Placement by cell class:
Scale: 2 px per um.
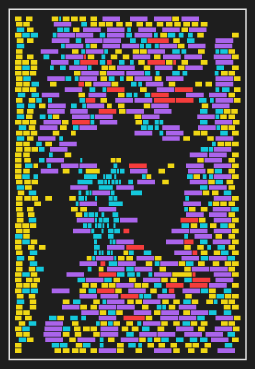
Close-up of the layout:
Window x 17 to 42, y 118 to 143 um. Cells in gray, sequential cells in the stronger gray; small squares are vias.
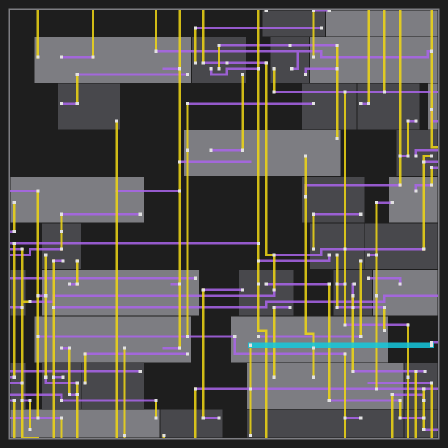
M1 wires:
Scale: 3 px per um.
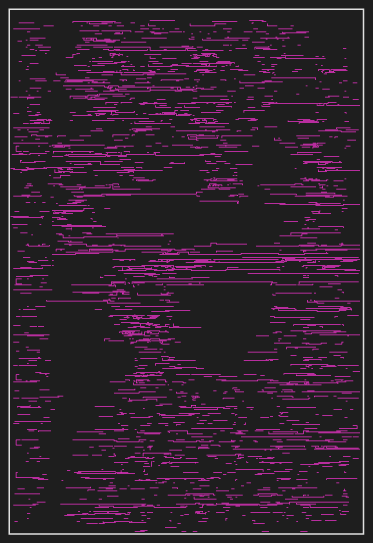
## src/rtl/mem_access_pkg.sv

```systemverilog
// Shared types and constants for the memory-access stage: FSM state
// encoding, default bus watchdog limit, and the MEM/WB register payload.
package mem_access_pkg;

    typedef enum logic [1:0] {
        ST_IDLE = 2'd0,
        ST_WAIT = 2'd1,
        ST_DONE = 2'd2
    } state_t;

    // Default number of WAIT cycles allowed before the access is abandoned.
    localparam int TIMEOUT_DEFAULT = 255;

    // One MEM/WB pipeline entry, including the exception flags that travel
    // alongside it so they pulse in the same cycle as the entry.
    typedef struct packed {
        logic [31:0] dout;
        logic [31:0] alu;
        logic [4:0]  rw;
        logic        regwr;
        logic        memtoreg;
        logic        exc_ade;
        logic        bus_err;
        logic        exc_ov;
    } wb_entry_t;

    localparam wb_entry_t WB_BUBBLE = '{
        dout:     32'd0,
        alu:      32'd0,
        rw:       5'd0,
        regwr:    1'b0,
        memtoreg: 1'b0,
        exc_ade:  1'b0,
        bus_err:  1'b0,
        exc_ov:   1'b0
    };

    // Word accesses must have the two low address bits clear.
    function automatic logic is_misaligned(input logic [31:0] addr);
        return (addr[1:0] != 2'b00);
    endfunction

endpackage

```

## src/rtl/reg_mem_wb.sv

```systemverilog
// MEM/WB pipeline register: asynchronous clear, bubble insertion and load
// enable. A bubble takes priority over a load so a stalled instruction is
// never written back twice.
module reg_mem_wb
    import mem_access_pkg::*;
(
    input  logic      clk,
    input  logic      clr,
    input  logic      load_en,
    input  logic      bubble,
    input  wb_entry_t d,
    output wb_entry_t q
);

    // Entry register: clear, bubble, load, or hold.
    always_ff @(posedge clk or posedge clr) begin
        if (clr) begin
            q <= WB_BUBBLE;
        end else if (bubble) begin
            q <= WB_BUBBLE;
        end else if (load_en) begin
            q <= d;
        end else begin
            q <= q;
        end
    end

endmodule

```

## src/rtl/mem_access_unit.sv

```systemverilog
// Pipeline MEM stage: drives a handshaked data-memory bus for loads and
// stores, stalls earlier stages while the access is outstanding, guards the
// bus with a watchdog, flags misaligned accesses, and resolves branch/jump
// targets.
// Optional feature: define OVERFLOW_TRAP_EN to turn MEM_Overflow into a
// trap (write-back suppressed, Exc_Ov pulsed); otherwise Exc_Ov stays 0.
module mem_access_unit
    import mem_access_pkg::*;
#(
    parameter int TIMEOUT = TIMEOUT_DEFAULT
) (
    input  logic        Clk,
    input  logic        Clr,
    input  logic [31:0] MEM_ALUout,
    input  logic [31:0] MEM_busB,
    input  logic [4:0]  MEM_Rw,
    input  logic        MEM_RegWr,
    input  logic        MEM_MemtoReg,
    input  logic        MEM_MemWr,
    input  logic        MEM_Branch,
    input  logic        MEM_Jump,
    input  logic        MEM_Zero,
    input  logic        MEM_Overflow,
    input  logic [31:0] MEM_Btarg,
    input  logic [31:0] MEM_Jtarg,
    output logic        DM_Req,
    output logic        DM_We,
    output logic [31:0] DM_Addr,
    output logic [31:0] DM_Wdata,
    input  logic        DM_Ack,
    input  logic [31:0] DM_Rdata,
    output logic        Stall,
    output logic        PCSrc,
    output logic [31:0] NextPC,
    output logic [31:0] WB_Dout,
    output logic [31:0] WB_ALUout,
    output logic [4:0]  WB_Rw,
    output logic        WB_RegWr,
    output logic        WB_MemtoReg,
    output logic        Exc_AdE,
    output logic        Bus_Err,
    output logic        Exc_Ov
);

    // Last counter value before the watchdog fires (TIMEOUT WAIT cycles).
    localparam logic [7:0] CNT_LAST = 8'(TIMEOUT - 1);

    state_t      state_r;
    logic [7:0]  cnt_r;
    logic        req_r;
    logic        we_r;
    logic [31:0] addr_r;
    logic [31:0] wdata_r;
    logic [31:0] rdata_r;
    logic        berr_pend_r;

    logic        mem_op_s;
    logic        misaligned_s;
    logic        start_s;
    logic        stall_s;
    logic        adel_s;
    logic        berr_s;
    logic        ov_trap_s;
    wb_entry_t   wb_d_s;
    wb_entry_t   wb_q_s;

    assign mem_op_s     = MEM_MemtoReg | MEM_MemWr;
    assign misaligned_s = is_misaligned(MEM_ALUout);
    assign start_s      = (state_r == ST_IDLE) & mem_op_s & ~misaligned_s;

    // Stall covers the launch cycle and every WAIT cycle; reset overrides
    // it at once so the pipeline is released while Clr is high.
    assign stall_s = ~Clr & (start_s | (state_r == ST_WAIT));

    assign adel_s = (state_r == ST_IDLE) & mem_op_s & misaligned_s;
    assign berr_s = (state_r == ST_DONE) & berr_pend_r;

`ifdef OVERFLOW_TRAP_EN
    assign ov_trap_s = MEM_Overflow;
`else
    // Overflow is ignored in this build.
    assign ov_trap_s = MEM_Overflow & 1'b0;
`endif

    // Access sequencer with watchdog; bus outputs are registered and held
    // for the whole WAIT phase.
    always_ff @(posedge Clk or posedge Clr) begin
        if (Clr) begin
            state_r     <= ST_IDLE;
            cnt_r       <= 8'd0;
            req_r       <= 1'b0;
            we_r        <= 1'b0;
            addr_r      <= 32'd0;
            wdata_r     <= 32'd0;
            rdata_r     <= 32'd0;
            berr_pend_r <= 1'b0;
        end else begin
            case (state_r)
                ST_IDLE: begin
                    if (start_s) begin
                        state_r     <= ST_WAIT;
                        cnt_r       <= 8'd0;
                        req_r       <= 1'b1;
                        we_r        <= MEM_MemWr;
                        addr_r      <= MEM_ALUout;
                        wdata_r     <= MEM_busB;
                        berr_pend_r <= 1'b0;
                    end else begin
                        state_r <= ST_IDLE;
                        req_r   <= 1'b0;
                        we_r    <= 1'b0;
                    end
                end
                ST_WAIT: begin
                    if (DM_Ack) begin
                        state_r     <= ST_DONE;
                        cnt_r       <= 8'd0;
                        req_r       <= 1'b0;
                        we_r        <= 1'b0;
                        rdata_r     <= DM_Rdata;
                        berr_pend_r <= 1'b0;
                    end else if (cnt_r == CNT_LAST) begin
                        state_r     <= ST_DONE;
                        cnt_r       <= 8'd0;
                        req_r       <= 1'b0;
                        we_r        <= 1'b0;
                        rdata_r     <= 32'd0;
                        berr_pend_r <= 1'b1;
                    end else begin
                        cnt_r <= cnt_r + 8'd1;
                    end
                end
                ST_DONE: begin
                    state_r     <= ST_IDLE;
                    berr_pend_r <= 1'b0;
                end
                default: begin
                    state_r     <= ST_IDLE;
                    cnt_r       <= 8'd0;
                    req_r       <= 1'b0;
                    we_r        <= 1'b0;
                    berr_pend_r <= 1'b0;
                end
            endcase
        end
    end

    // Build the write-back entry for the instruction leaving MEM; any
    // exception suppresses the register write.
    always_comb begin
        wb_d_s          = WB_BUBBLE;
        wb_d_s.alu      = MEM_ALUout;
        wb_d_s.rw       = MEM_Rw;
        wb_d_s.memtoreg = MEM_MemtoReg;
        wb_d_s.exc_ade  = adel_s;
        wb_d_s.bus_err  = berr_s;
        wb_d_s.exc_ov   = ov_trap_s;
        wb_d_s.regwr    = MEM_RegWr & ~adel_s & ~berr_s & ~ov_trap_s;
        if ((state_r == ST_DONE) && MEM_MemtoReg) begin
            wb_d_s.dout = rdata_r;
        end else begin
            wb_d_s.dout = 32'd0;
        end
    end

    reg_mem_wb u_reg_mem_wb (
        .clk     (Clk),
        .clr     (Clr),
        .load_en (~stall_s),
        .bubble  (stall_s),
        .d       (wb_d_s),
        .q       (wb_q_s)
    );

    assign DM_Req   = req_r;
    assign DM_We    = we_r;
    assign DM_Addr  = addr_r;
    assign DM_Wdata = wdata_r;
    assign Stall    = stall_s;

    assign PCSrc  = (MEM_Branch & MEM_Zero) | MEM_Jump;
    assign NextPC = MEM_Jump ? MEM_Jtarg : MEM_Btarg;

    assign WB_Dout     = wb_q_s.dout;
    assign WB_ALUout   = wb_q_s.alu;
    assign WB_Rw       = wb_q_s.rw;
    assign WB_RegWr    = wb_q_s.regwr;
    assign WB_MemtoReg = wb_q_s.memtoreg;
    assign Exc_AdE     = wb_q_s.exc_ade;
    assign Bus_Err     = wb_q_s.bus_err;
    assign Exc_Ov      = wb_q_s.exc_ov;

endmodule

```

## config.mk

```make
export PLATFORM = sky130hd
export DESIGN_NAME = mem_access_unit
export DESIGN_NICKNAME = d
export VERILOG_FILES = /design/src/rtl/mem_access_pkg.sv /design/src/rtl/reg_mem_wb.sv /design/src/rtl/mem_access_unit.sv
export SDC_FILE = /design/constraint.sdc
export NUM_CORES = 1
export LEC_CHECK = 0
export CORE_ASPECT_RATIO = 1.5
export CORE_MARGIN = 2
export CORE_UTILIZATION = 36
export CTS_CLUSTER_DIAMETER = 30
export DETAILED_ROUTE_END_ITERATION = 10
export PLACE_DENSITY = 0.76
export SLEW_MARGIN = 30
export SYNTH_ARGS = -nofsm -noshare
export SYNTH_HDL_FRONTEND = slang
export SYNTH_SLANG_ARGS = --single-unit
```

## constraint.sdc

```tcl
create_clock -name Clk -period 5.4 [get_ports Clk]
set_input_delay 0.81 -clock Clk [delete_from_list [all_inputs] [get_ports Clk]]
set_output_delay 0.81 -clock Clk [all_outputs]
set_load 0.01 [all_outputs]
```

==> run notes <==
Summary of the current implementation state.

- The flow ran to the end, and the final reports show no timing, DRC or antenna violations.
- The mean instance size in the synthesized netlist is around 15 um^2, for reference.
- The post-placement setup slack is approximately 1.6 ns, for reference.
- The final setup slack of the worst path is ~1.6 ns, for reference.
- Hold-check failures listed in the final report amount to 0.
- The clock reaches the later pin of the worst-skew pair after about 0.42 ns.
- The global-route usage over all layers is 19.5%, for reference.
- Between clock sinks in the finished design, the worst skew comes to ~0.0061 ns.
- The reg2reg setup slack is 3.20 ns, for reference.
- The number of ordinary inverters in the final layout is 5, for reference.
- The register area is around 4600 um^2, for reference.
- Buffers inserted during clock tree synthesis total 17.
- The setup fix buffers added after clock tree synthesis is 0, for reference.
- The cell family contributing the most delay on the critical path is buffers and inverters, for reference.
- The maximum net fanout on the critical path is 20, for reference.
- Sorting the synthesized cells by area gives the leading types as sky130_fd_sc_hd__dfrtp_1 (65%), sky130_fd_sc_hd__mux2_2 (15%), sky130_fd_sc_hd__a22o_1 (4.1%), sky130_fd_sc_hd__and3_1 (3.0%), sky130_fd_sc_hd__nor2b_1 (2.4%).
- The worst-case vdd ir drop is 0.226 mV, for reference.
- The data required time reported for the critical path is about 4.6 ns.
- The startpoint type of the worst setup path is an input port, for reference.
- For this run, the detailed router's first-pass iteration total came to 4.
- For the finished layout, the period the worst path requires is about 3.8 ns.
- The worst hold path stage count is 1, for reference.
- The fmax is about 0.26 GHz, for reference.
- Setup repair after global routing left no endpoint under its margin.
- The die is about 120 um wide.
- The report lists the power per cell area as 355 nW/um^2.
- The worst register-to-register path has a depth of 4.
- The number of tap cells inserted is about 260, for reference.
- The type of element capturing the critical path is a primary output, for reference.
- The share of post-route cells with drive strength above 1 is between 10% and 20%, for reference.
-- 'placement by cell class' (at the start) --
color	class	cells
red	clock drivers and dummy loads	31
purple	sequential cells	182
yellow	remaining buffers and delay cells	357
cyan	combinational and other logic	265

-- 'close-up of the layout' (at the start) --
color	layer
purple	metal 1
yellow	metal 2
cyan	metal 3
cells with their middle in the window	29
sequential cells in the window	10
most frequent	dfrtp_1 (10), and3_1 (6), clkdlybuf4s50_1 (6)
netlist names of flops here include	rdata_r (5), u_reg_mem_wb.q (5)

-- 'M1 wires' (at the start) --
nets with wire on the layer	850
longest straight run	46.9 um
main direction	horizontal
total via count after detailed routing: 5,187
Routed Wire Length: 19,900 um
global-route track usage on met1: 19.1%

[report_power, final]
| group | total, uW | internal (uW) | switching, uW | leakage (uW) |
|---|---|---|---|---|
| clock | 1270 | 753 | 513 | 0.000289 |
| sequential | 1750 | 1620 | 130 | 0.00228 |
| combinational | 1010 | 639 | 369 | 0.00234 |
[layer usage]
layer | track usage, % | share of wire (%) | wire length, um
met5 | 0 | 0 | 0
met4 | 9.99 | 4.2 | 835
met3 | 5.38 | 6.9 | 1370
met2 | 36.9 | 55 | 11000
met1 | 19.1 | 34 | 6680
[placed cells by master (no fill, tap or decap), types with 2 or more instances in the layout]
master	Yosys	routed
sky130_fd_sc_hd__dfrtp_1	182	182
sky130_fd_sc_hd__nor2_1	4	4
sky130_fd_sc_hd__ha_1	2	2
sky130_fd_sc_hd__and2_1	5	5
sky130_fd_sc_hd__a31oi_1	3	3
sky130_fd_sc_hd__and3_1	33	33
sky130_fd_sc_hd__o21ai_0	7	7
sky130_fd_sc_hd__mux2_2	90	90
sky130_fd_sc_hd__nor4b_1	2	2
sky130_fd_sc_hd__nand2_1	12	12
sky130_fd_sc_hd__clkbuf_16	0	17
sky130_fd_sc_hd__nor2b_1	27	26
sky130_fd_sc_hd__nand3_1	3	3
sky130_fd_sc_hd__bufinv_16	0	3
sky130_fd_sc_hd__a22o_1	33	33
sky130_fd_sc_hd__inv_1	4	3
sky130_fd_sc_hd__and4_1	2	2
sky130_fd_sc_hd__mux2_1	4	4
sky130_fd_sc_hd__and2b_1	12	12
sky130_fd_sc_hd__buf_4	1	9
sky130_fd_sc_hd__a21oi_1	3	3
sky130_fd_sc_hd__clkbuf_8	0	2
sky130_fd_sc_hd__clkinvlp_4	0	4
sky130_fd_sc_hd__clkinv_2	0	2
sky130_fd_sc_hd__inv_6	0	2
sky130_fd_sc_hd__clkdlybuf4s50_1	0	346
sky130_fd_sc_hd__a41oi_1	2	2
sky130_fd_sc_hd__nand2b_1	2	2
sky130_fd_sc_hd__xnor2_1	2	2
[state kept, by name (all words and copies together), names as in the netlist]
signal / flops
u_reg_mem_wb.q: 73
DM_Addr: 32
DM_Wdata: 32
rdata_r: 32
cnt_r: 8
state_r: 2
DM_Req: 1
DM_We: 1
berr_pend_r: 1
[metrics by stage]
step,instance area (um^2),util (%),total power [uW]
floorplan,6970,-,2180
global placement,10700,56.0,2760
detailed placement,10700,56.2,2800
CTS,11300,59.3,4080
global route,11300,59.4,4210
finish,11300,59.4,4030
[cells by family (layout without fill, tap and decap cells)]
family                     count (synthesis)  count (layout)  synth area share (%)
DFF                                      182             182                  65.3
and+or+nand+nor                          106             106                  9.64
muxes                                     94              94                  15.2
AOI/OAI and AO/OA                         54              54                  6.43
buffers and inverters                     33             393                  2.62
xor gates and xnor gates                   3               3                 0.377
adders and majority gates                  2               2                 0.359
other                                      1               2                0.0538
[worst paths after layout]
kind / from / endpoint
max in group asynchronous: Clr / DM_Addr[25]
worst max-delay path: MEM_Jump / NextPC[12]
worst min-delay path: DM_Addr[1] / DM_Addr[1]
min in group asynchronous: Clr / u_reg_mem_wb.q[9]
worst min register to register: DM_Addr[1] / DM_Addr[1]
worst max register to register: state_r[1] / DM_Addr[23]
No activity file was given, so power comes from the tool's default toggle rates.
